==> src/rtl/vga_timing_gen.sv <==
// VGA raster generator: h/v counters feed a registered request stage, an EXT_LAT-deep
// alignment pipe, then registered sync/DE/RGB outputs; pixels come from upstream or built-in patterns.
module vga_timing_gen #(
  parameter int         H_ACTIVE  = 640,
  parameter int         H_FP      = 16,
  parameter int         H_SYNC    = 96,
  parameter int         H_BP      = 48,
  parameter int         V_ACTIVE  = 480,
  parameter int         V_FP      = 10,
  parameter int         V_SYNC    = 2,
  parameter int         V_BP      = 33,
  parameter bit         HS_POL    = 1'b0,
  parameter bit         VS_POL    = 1'b0,
  parameter int         EXT_LAT   = 2,
  parameter int         CHK_LOG2  = 4,
  parameter logic [7:0] SOLID_RGB = 8'hE0
) (
  input  logic       app_clk,
  input  logic       app_arst_n,
  input  logic       enable,
  input  logic [1:0] pattern_sel,
  output logic       pix_req,
  output logic [9:0] pix_x,
  output logic [9:0] pix_y,
  input  logic [7:0] pix_rgb,
  output logic       frame_start,
  output logic       de,
  output logic       hsync,
  output logic       vsync,
  output logic [2:0] red,
  output logic [2:0] green,
  output logic [1:0] blue
);

  localparam int H_TOT = H_ACTIVE + H_FP + H_SYNC + H_BP;
  localparam int V_TOT = V_ACTIVE + V_FP + V_SYNC + V_BP;
  localparam int HW    = $clog2(H_TOT);
  localparam int VW    = $clog2(V_TOT);

  localparam logic [HW-1:0] H_LAST   = HW'(H_TOT - 1);
  localparam logic [HW-1:0] H_ACT_C  = HW'(H_ACTIVE);
  localparam logic [HW-1:0] HS_FIRST = HW'(H_ACTIVE + H_FP);
  localparam logic [HW-1:0] HS_LAST  = HW'(H_ACTIVE + H_FP + H_SYNC - 1);
  localparam logic [VW-1:0] V_LAST   = VW'(V_TOT - 1);
  localparam logic [VW-1:0] V_ACT_C  = VW'(V_ACTIVE);
  localparam logic [VW-1:0] VS_FIRST = VW'(V_ACTIVE + V_FP);
  localparam logic [VW-1:0] VS_LAST  = VW'(V_ACTIVE + V_FP + V_SYNC - 1);

  localparam int              BAR_W    = H_ACTIVE / 8;
  localparam int              BW_W     = (BAR_W > 1) ? $clog2(BAR_W) : 1;
  localparam logic [BW_W-1:0] BAR_LAST = BW_W'(BAR_W - 1);

  // One raster position in flight; hs/vs here are "inside sync region", not pin levels.
  typedef struct packed {
    logic       de;
    logic       hs;
    logic       vs;
    logic       fs;
    logic [1:0] mode;
    logic [9:0] x;
    logic [9:0] y;
  } stg_t;

  logic [HW-1:0] h_q, h_d;
  logic [VW-1:0] v_q, v_d;
  logic [1:0]    pat_q, pat_d;
  logic          origin;

  always_comb begin
    h_d = h_q;
    v_d = v_q;
    if (!enable) begin
      h_d = '0;
      v_d = '0;
    end else if (h_q == H_LAST) begin
      h_d = '0;
      v_d = (v_q == V_LAST) ? '0 : v_q + 1'b1;
    end else begin
      h_d = h_q + 1'b1;
    end
  end

  // The mode in force for a frame is whatever pattern_sel shows at its origin,
  // including the origin pixel itself, so the bypass feeds the request stage directly.
  assign origin = (h_q == '0) && (v_q == '0);
  assign pat_d  = origin ? pattern_sel : pat_q;

  always_ff @(posedge app_clk or negedge app_arst_n) begin
    if (!app_arst_n) begin
      h_q   <= '0;
      v_q   <= '0;
      pat_q <= '0;
    end else begin
      h_q   <= h_d;
      v_q   <= v_d;
      pat_q <= pat_d;
    end
  end

  stg_t req_d;
  logic pix_req_d;

  always_comb begin
    req_d      = '0;
    req_d.de   = enable && (h_q < H_ACT_C) && (v_q < V_ACT_C);
    req_d.hs   = enable && (h_q >= HS_FIRST) && (h_q <= HS_LAST);
    req_d.vs   = enable && (v_q >= VS_FIRST) && (v_q <= VS_LAST);
    req_d.fs   = enable && origin;
    req_d.mode = pat_d;
    req_d.x    = 10'(h_q);
    req_d.y    = 10'(v_q);
    pix_req_d  = req_d.de && (pat_d == 2'd0);
  end

  // pipe_q[0] is the request stage; pipe_q[EXT_LAT] lines up with pix_rgb.
  stg_t pipe_q [EXT_LAT+1];
  logic pix_req_q;

  always_ff @(posedge app_clk or negedge app_arst_n) begin
    if (!app_arst_n) begin
      pix_req_q <= 1'b0;
      for (int i = 0; i <= EXT_LAT; i++) pipe_q[i] <= '0;
    end else begin
      pix_req_q <= pix_req_d;
      pipe_q[0] <= req_d;
      for (int i = 1; i <= EXT_LAT; i++) pipe_q[i] <= pipe_q[i-1];
    end
  end

  assign pix_req = pix_req_q;
  assign pix_x   = pipe_q[0].x;
  assign pix_y   = pipe_q[0].y;

  // Bar index tracked by counting visible pixels; restarts on x==0 so no divider is needed.
  logic [BW_W-1:0] bw_q, bw_d, cur_pos;
  logic [2:0]      bi_q, bi_d, cur_idx;
  logic            line_start;

  always_comb begin
    line_start = (pipe_q[EXT_LAT].x == 10'd0);
    cur_pos    = line_start ? '0 : bw_q;
    cur_idx    = line_start ? 3'd0 : bi_q;
    bw_d       = bw_q;
    bi_d       = bi_q;
    if (pipe_q[EXT_LAT].de) begin
      if (cur_pos == BAR_LAST) begin
        bw_d = '0;
        bi_d = cur_idx + 3'd1;
      end else begin
        bw_d = cur_pos + 1'b1;
        bi_d = cur_idx;
      end
    end
  end

  logic [7:0] bar_rgb, rgb_d;
  logic       chk_on;

  always_comb begin
    bar_rgb = {{3{cur_idx[2]}}, {3{cur_idx[1]}}, {2{cur_idx[0]}}};
    chk_on  = pipe_q[EXT_LAT].x[CHK_LOG2] ^ pipe_q[EXT_LAT].y[CHK_LOG2];
    rgb_d   = 8'h00;
    if (pipe_q[EXT_LAT].de) begin
      case (pipe_q[EXT_LAT].mode)
        2'd0:    rgb_d = pix_rgb;
        2'd1:    rgb_d = bar_rgb;
        2'd2:    rgb_d = chk_on ? 8'hFF : 8'h00;
        default: rgb_d = SOLID_RGB;
      endcase
    end
  end

  logic       de_q, hs_q, vs_q, fs_q;
  logic [7:0] rgb_q;

  always_ff @(posedge app_clk or negedge app_arst_n) begin
    if (!app_arst_n) begin
      bw_q  <= '0;
      bi_q  <= '0;
      de_q  <= 1'b0;
      hs_q  <= ~HS_POL;
      vs_q  <= ~VS_POL;
      fs_q  <= 1'b0;
      rgb_q <= 8'h00;
    end else begin
      bw_q  <= bw_d;
      bi_q  <= bi_d;
      de_q  <= pipe_q[EXT_LAT].de;
      hs_q  <= pipe_q[EXT_LAT].hs ? HS_POL : ~HS_POL;
      vs_q  <= pipe_q[EXT_LAT].vs ? VS_POL : ~VS_POL;
      fs_q  <= pipe_q[EXT_LAT].fs;
      rgb_q <= rgb_d;
    end
  end

  assign de          = de_q;
  assign hsync       = hs_q;
  assign vsync       = vs_q;
  assign frame_start = fs_q;
  assign red         = rgb_q[7:5];
  assign green       = rgb_q[4:2];
  assign blue        = rgb_q[1:0];

endmodule

==> config.mk <==
export PLATFORM = sky130hd
export DESIGN_NAME = vga_timing_gen
export DESIGN_NICKNAME = d
export VERILOG_FILES = /design/src/rtl/vga_timing_gen.sv
export SDC_FILE = /design/constraint.sdc
export NUM_CORES = 1
export LEC_CHECK = 0
export CORE_MARGIN = 4
export CORE_UTILIZATION = 25
export DETAILED_ROUTE_END_ITERATION = 7
export PLACE_DENSITY_LB_ADDON = 0.08
export REMOVE_ABC_BUFFERS = 1
export SETUP_SLACK_MARGIN = 0.4
export SKIP_LAST_GASP = 1
export SLEW_MARGIN = 10
export SYNTH_ARGS = -nofsm -noshare
export SYNTH_HDL_FRONTEND = slang
export SYNTH_SLANG_ARGS = --single-unit
==> constraint.sdc <==
create_clock -name app_clk -period 6.4 [get_ports app_clk]
set_input_delay 0.96 -clock app_clk [delete_from_list [all_inputs] [get_ports app_clk]]
set_output_delay 0.96 -clock app_clk [all_outputs]
set_load 0.005 [all_outputs]
### The clock network, run 1

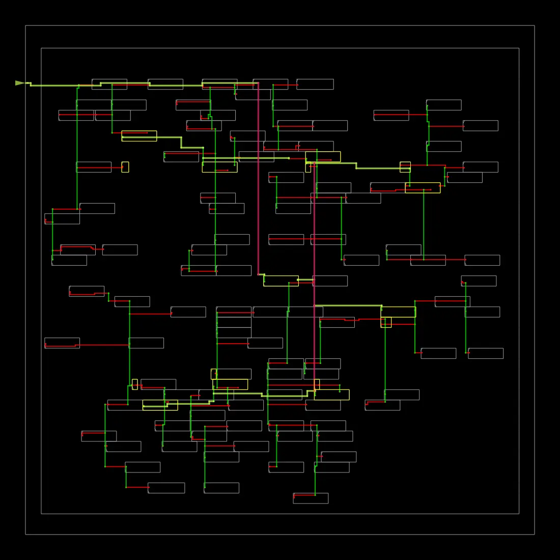
Seq cells: 103
clock buffer count from CTS: 9
P_clk: 495 µW

### The metal 3 layer, run 1

Scale bar: 50 µm.
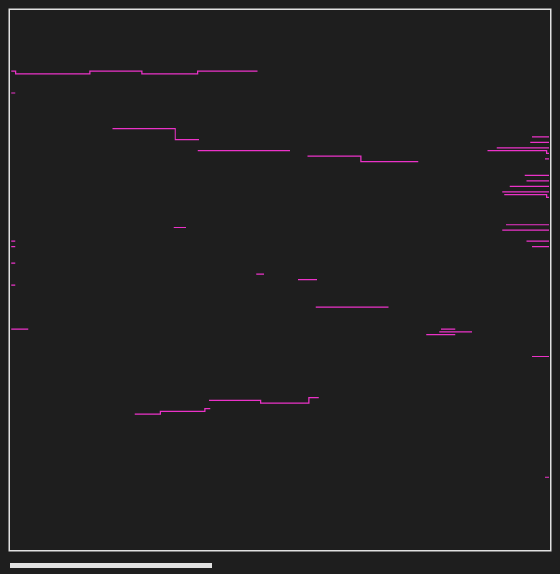
The wires run mostly horizontal. 28 nets have wire on it. The layer holds 4.3% of the routed length. The layer carries 354 µm of wire. The longest straight run is 22.5 µm.
via count: 2,392
final WL: 8220 µm

==> flow_metrics.py, run 1 <==
# Auto-generated metrics
metrics = {
    "clocking": {
        "ctsHoldBuffers": 0,
        "clock_path_buffers": 2,
        "cts_tree": "done",
        "clkTransAtPathRegs_ns": 0.07,
        "ctsResizeCount": 0,
    },
    "die": {
        "dieArea_um2": 17900,
        "num_tap_cells": 211,
        "dieWidth_um": 134,
        "core_area_um2": 15400,
    },
    "power_and_ir_drop": {
        "seq_power_uw": 717,
        "power_mw": 1.33,
        "swShare_pct": 23.8,
        "power.switching_uw": 316,
    },
    "critical_path": {
        "worst_path_largest_cell_delay_ns": 0.54,
        "critPathKind": "reg -> reg",
    },
    "layout": {
        "comb_area_um2": 1170,
        "nonClkBufAreaFrac_pct": 9.55,
        "antenna_cells": 0,
        "area_delta_synth_final_pct": 20.6,
        "instances_no_fill": 569,
        "comb-cell-share_pct": 24.5,
    },
    "timing": {
        "finalHoldViolCount": 0,
        "slew_headroom_pct": 34.2,
        "skew_ns": 0.00798,
        "setup-violations-final": 0,
    },
    "global_routing": {
        "grt_pass1_vias": 2619,
        "met3_usage_pct": 3.64,
    },
    "synth": {
        "synth_cells": 320,
        "ys_ff": 103,
        "ys_sh_adder_pct": 1.90,
        "yosysMostFrequentCell": "dfrtp_1",
        "synth-area-yosys_um2": 3960,
        "edf_count": 0,
    },
    "run_status": {
        "run_status": "finished clean",
    },
    "hold_path": {
        "whs_path_depth": 0,
        "min_from": "pipe_q[40]$_DFF_PN0_",
    },
    "routing": {
        "dr.first_iter.drc_count": 142,
        "drc": 0,
        "met1_length_um": 3740,
    },
}
### Routed metal per tile, run 1

Scale bar: 50 µm. The die is cut into 27 by 27 equal tiles; dark blue is low, red is high, scaled to the fullest tile. Values are wire area over tile area, all layers added.
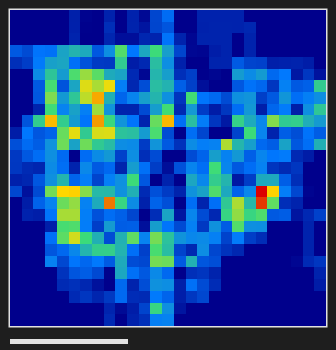
The emptiest ninth of the die: lower right. 7.7% of the tiles are over half the peak. The mean over all tiles is 0.071. The fullest tile reaches 0.39. The densest ninth of the die: middle left. 30% of the tiles are nearly empty.
GRT Total Usage: 9.96%
Avg WL per Cell: 14.4 µm

### Metal 1, run 1

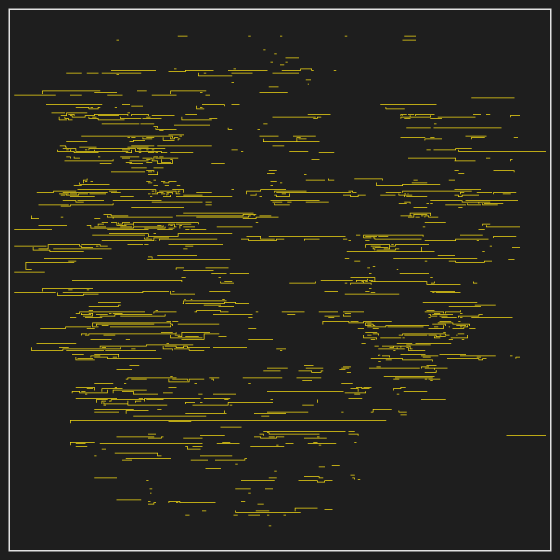

==> inputs of run 2 (changes only) <==
clock period = 2.2 ns   (was 6.4 ns; I/O delays follow)
### Metal 1, run 2

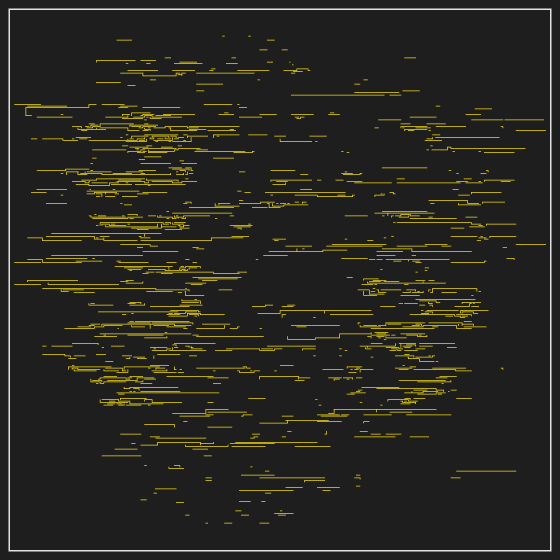
The longest straight run is 28.1 µm. 360 nets have wire on it. The layer holds 45% of the routed length. The layer carries 3,820 µm of wire. The wires run mostly horizontal.
final WL: 8390 µm
GR Util met1: 12.7%
via count: 2,547

==> run 2 against run 1 <==
  * Critical path depth shrank 4
  * Synthesized area is the same
  * Clock power grew to 2.9 times the previous value
  * Hold slack better by 0.0042 ns
  * Non-clock buffer count grew 31
  * Clock skew increased by 0.00060 ns
  * First-iteration DRC count down 16%
  * Routed wire length grew 2.1%
  * Sequential share of layout area decreased by 4.6 points
  * Final cell count is 5.4% higher
  * Global-route usage about the same
  * Core utilization is 3.0 points higher
  * Largest power group unchanged
  * Highest routed layer unchanged
==> flow_metrics.py, run 2 <==
# Auto-generated metrics
metrics = {
    "timing": {
        "finalHoldViolCount": 0,
        "setup-violations-final": 0,
        "skew_ns": 0.00859,
    },
    "run_status": {
        "run_status": "finished clean",
    },
    "routing": {
        "post_drt_wl_per_cell_um": 14.0,
        "drc": 0,
        "dr.first_iter.drc_count": 119,
        "met1_length_um": 3820,
    },
    "layout": {
        "instances_no_fill": 600,
        "antenna_cells": 0,
        "seq_cells": 103,
    },
    "die": {
        "dieWidth_um": 134,
        "dieArea_um2": 17900,
        "num_tap_cells": 211,
    },
    "clocking": {
        "clkTransAtPathRegs_ns": 0.07,
        "clock_path_buffers": 2,
        "ctsHoldBuffers": 1,
    },
    "power_and_ir_drop": {
        "clock_power_mw": 1.45,
        "seq_power_mw": 2.09,
        "power.switching_uw": 977,
    },
    "critical_path": {
        "critPathKind": "reg -> reg",
    },
    "synth": {
        "yosysMostFrequentCell": "dfrtp_1",
        "ys_sh_adder_pct": 1.90,
    },
}
### Placed cells, one color a class, run 2

Fill, decap, tap and diode cells in gray.
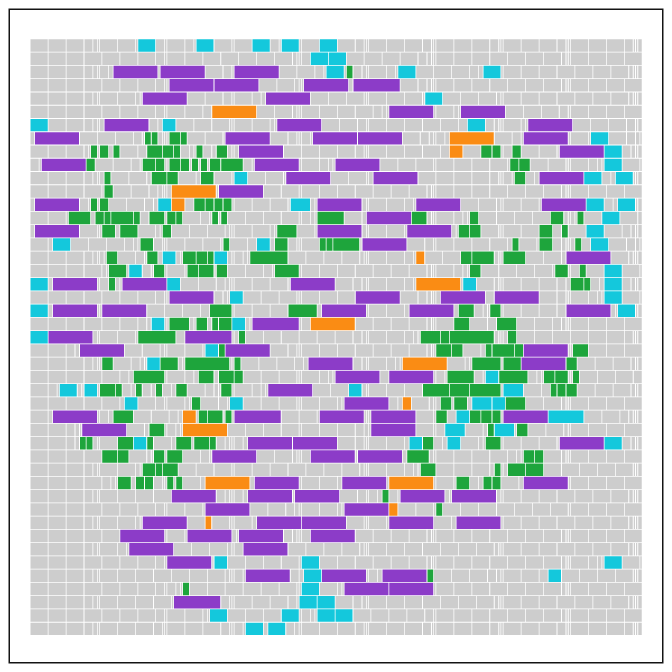
Key: orange = clock drivers and dummy loads [cells 16]; green = all other logic [cells 193]; purple = flip-flops [cells 103]; cyan = other buffers and delay cells [cells 77]
Rows: 45
Seq area share: 49.5%
core area: 15,400 µm²
Finished Cell Area: 5220 µm²

### The metal 3 layer, run 2

Scale bar: 50 µm.
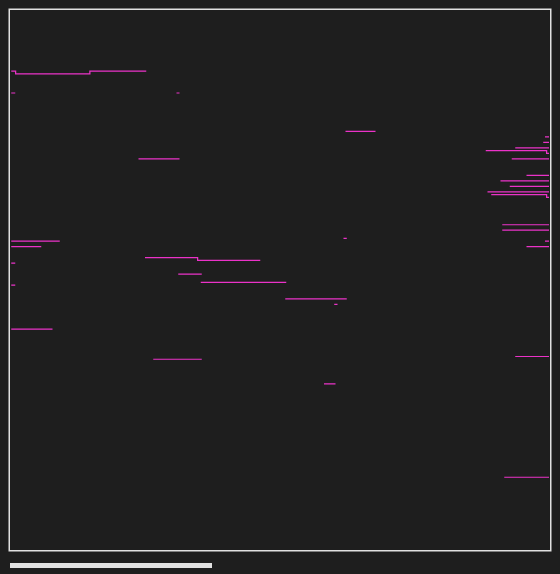

==> inputs of run 3 (changes only) <==
CELL_PAD_IN_SITES_DETAIL_PLACEMENT = 0   (was unset)
CELL_PAD_IN_SITES_GLOBAL_PLACEMENT = 1   (was unset)
CTS_BUF_LIST = sky130_fd_sc_hd__clkbuf_4 sky130_fd_sc_hd__clkbuf_8   (was unset)
### The metal 3 layer, run 3

Scale bar: 50 µm.
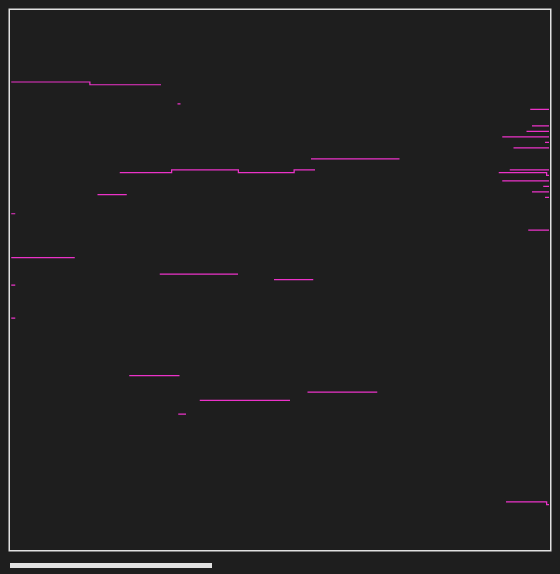
21 nets have wire on it. The layer carries 304 µm of wire. The layer holds 3.4% of the routed length. The wires run mostly horizontal. The longest straight run is 22.1 µm.
via count: 2,541
met3 usage in global routing: 3.53%

### The clock network, run 3

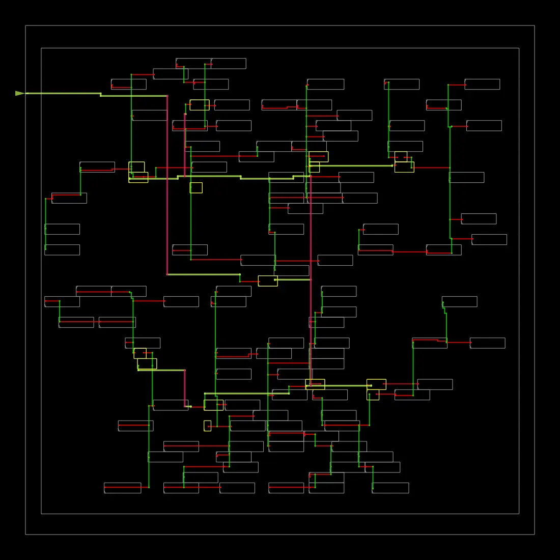
P_clk: 1.13 mW
Final Skew: 0.00890 ns
clock sinks: 103
number of clock buffers in the layout: 10
Late-Pin Clk Latency: 0.37 ns

==> run 3 against run 2 <==
  * Sequential share of layout area down 0.59 points
  * Sequential cell count unchanged
  * Critical path depth increased by 5
  * Synthesized area unchanged
  * Clock-buffer cell count did not move
  * Synthesized cell count stayed put
  * Non-clock buffer count rose by 5
  * Sequential power is essentially flat
  * First-iteration DRC count increased by 8.4%
  * Design area grew 1.1%
  * Core utilization rose by 0.39 points
  * Critical path type unchanged
  * Largest cell class unchanged
  * Largest power group unchanged
  * Highest routed layer unchanged
==> flow_metrics.py, run 3 <==
# Auto-generated metrics
metrics = {
    "die": {
        "core_area_um2": 15400,
        "dieWidth_um": 134,
        "dieArea_um2": 17900,
        "num_tap_cells": 211,
    },
    "hold_path": {
        "hp-class": "reg -> reg",
        "hold_path_end": "pipe_q[17]$_DFF_PN0_",
    },
    "power_and_ir_drop": {
        "power.switching_mw": 1.00,
        "seq_power_mw": 2.09,
        "top_power_group": "sequential cells",
    },
    "synth": {
        "ys_sh_adder_pct": 1.90,
        "synth-simple-area-share_pct": 14.3,
        "mux_share_pct": 1.68,
        "synth_cells": 320,
        "syn_area_per_cell_um2": 12.4,
        "ys_types": 45,
        "yosysMostFrequentCell": "dfrtp_1",
    },
    "layout": {
        "instances_no_fill": 605,
        "seq_share_pct": 48.9,
        "seq_cells": 103,
        "n_all_buffers": 82,
        "antenna_cells": 0,
        "finalInstanceArea_um2": 5280,
        "comb-cell-share_pct": 26.9,
    },
    "timing": {
        "setup-violations-final": 0,
        "finalHoldViolCount": 0,
        "final.min_clock_period_ns": 2.00,
        "finalWorstSetupSlack_ns": 0.199,
        "slew_violations": 0,
    },
    "placement": {
        "place_ws_ns": 0.0407,
        "placed_area_um2": 4680,
        "hpwl_um": 6130,
    },
    "routing": {
        "dr.first_iter.drc_count": 129,
        "met1_length_um": 3810,
        "wl_um": 8950,
        "final_antenna_net_count": 0,
        "drt_first_pass_iters": 4,
        "drc": 0,
        "post_drt_wl_per_cell_um": 14.8,
    },
    "global_routing": {
        "grtUsageMet1_pct": 12.6,
    },
    "critical_path": {
        "worstReg2RegEnd": "bi_q[2]$_DFFE_PN0P_",
        "cp-endpoint": "bi_q[2]$_DFFE_PN0P_",
        "critPathKind": "reg -> reg",
    },
    "clocking": {
        "ctsHoldBuffers": 1,
        "clkTransAtPathRegs_ns": 0.10,
        "clock_path_buffers": 2,
    },
    "run_status": {
        "run_status": "finished clean",
    },
}
No activity file was given, so power comes from the tool's default toggle rates.
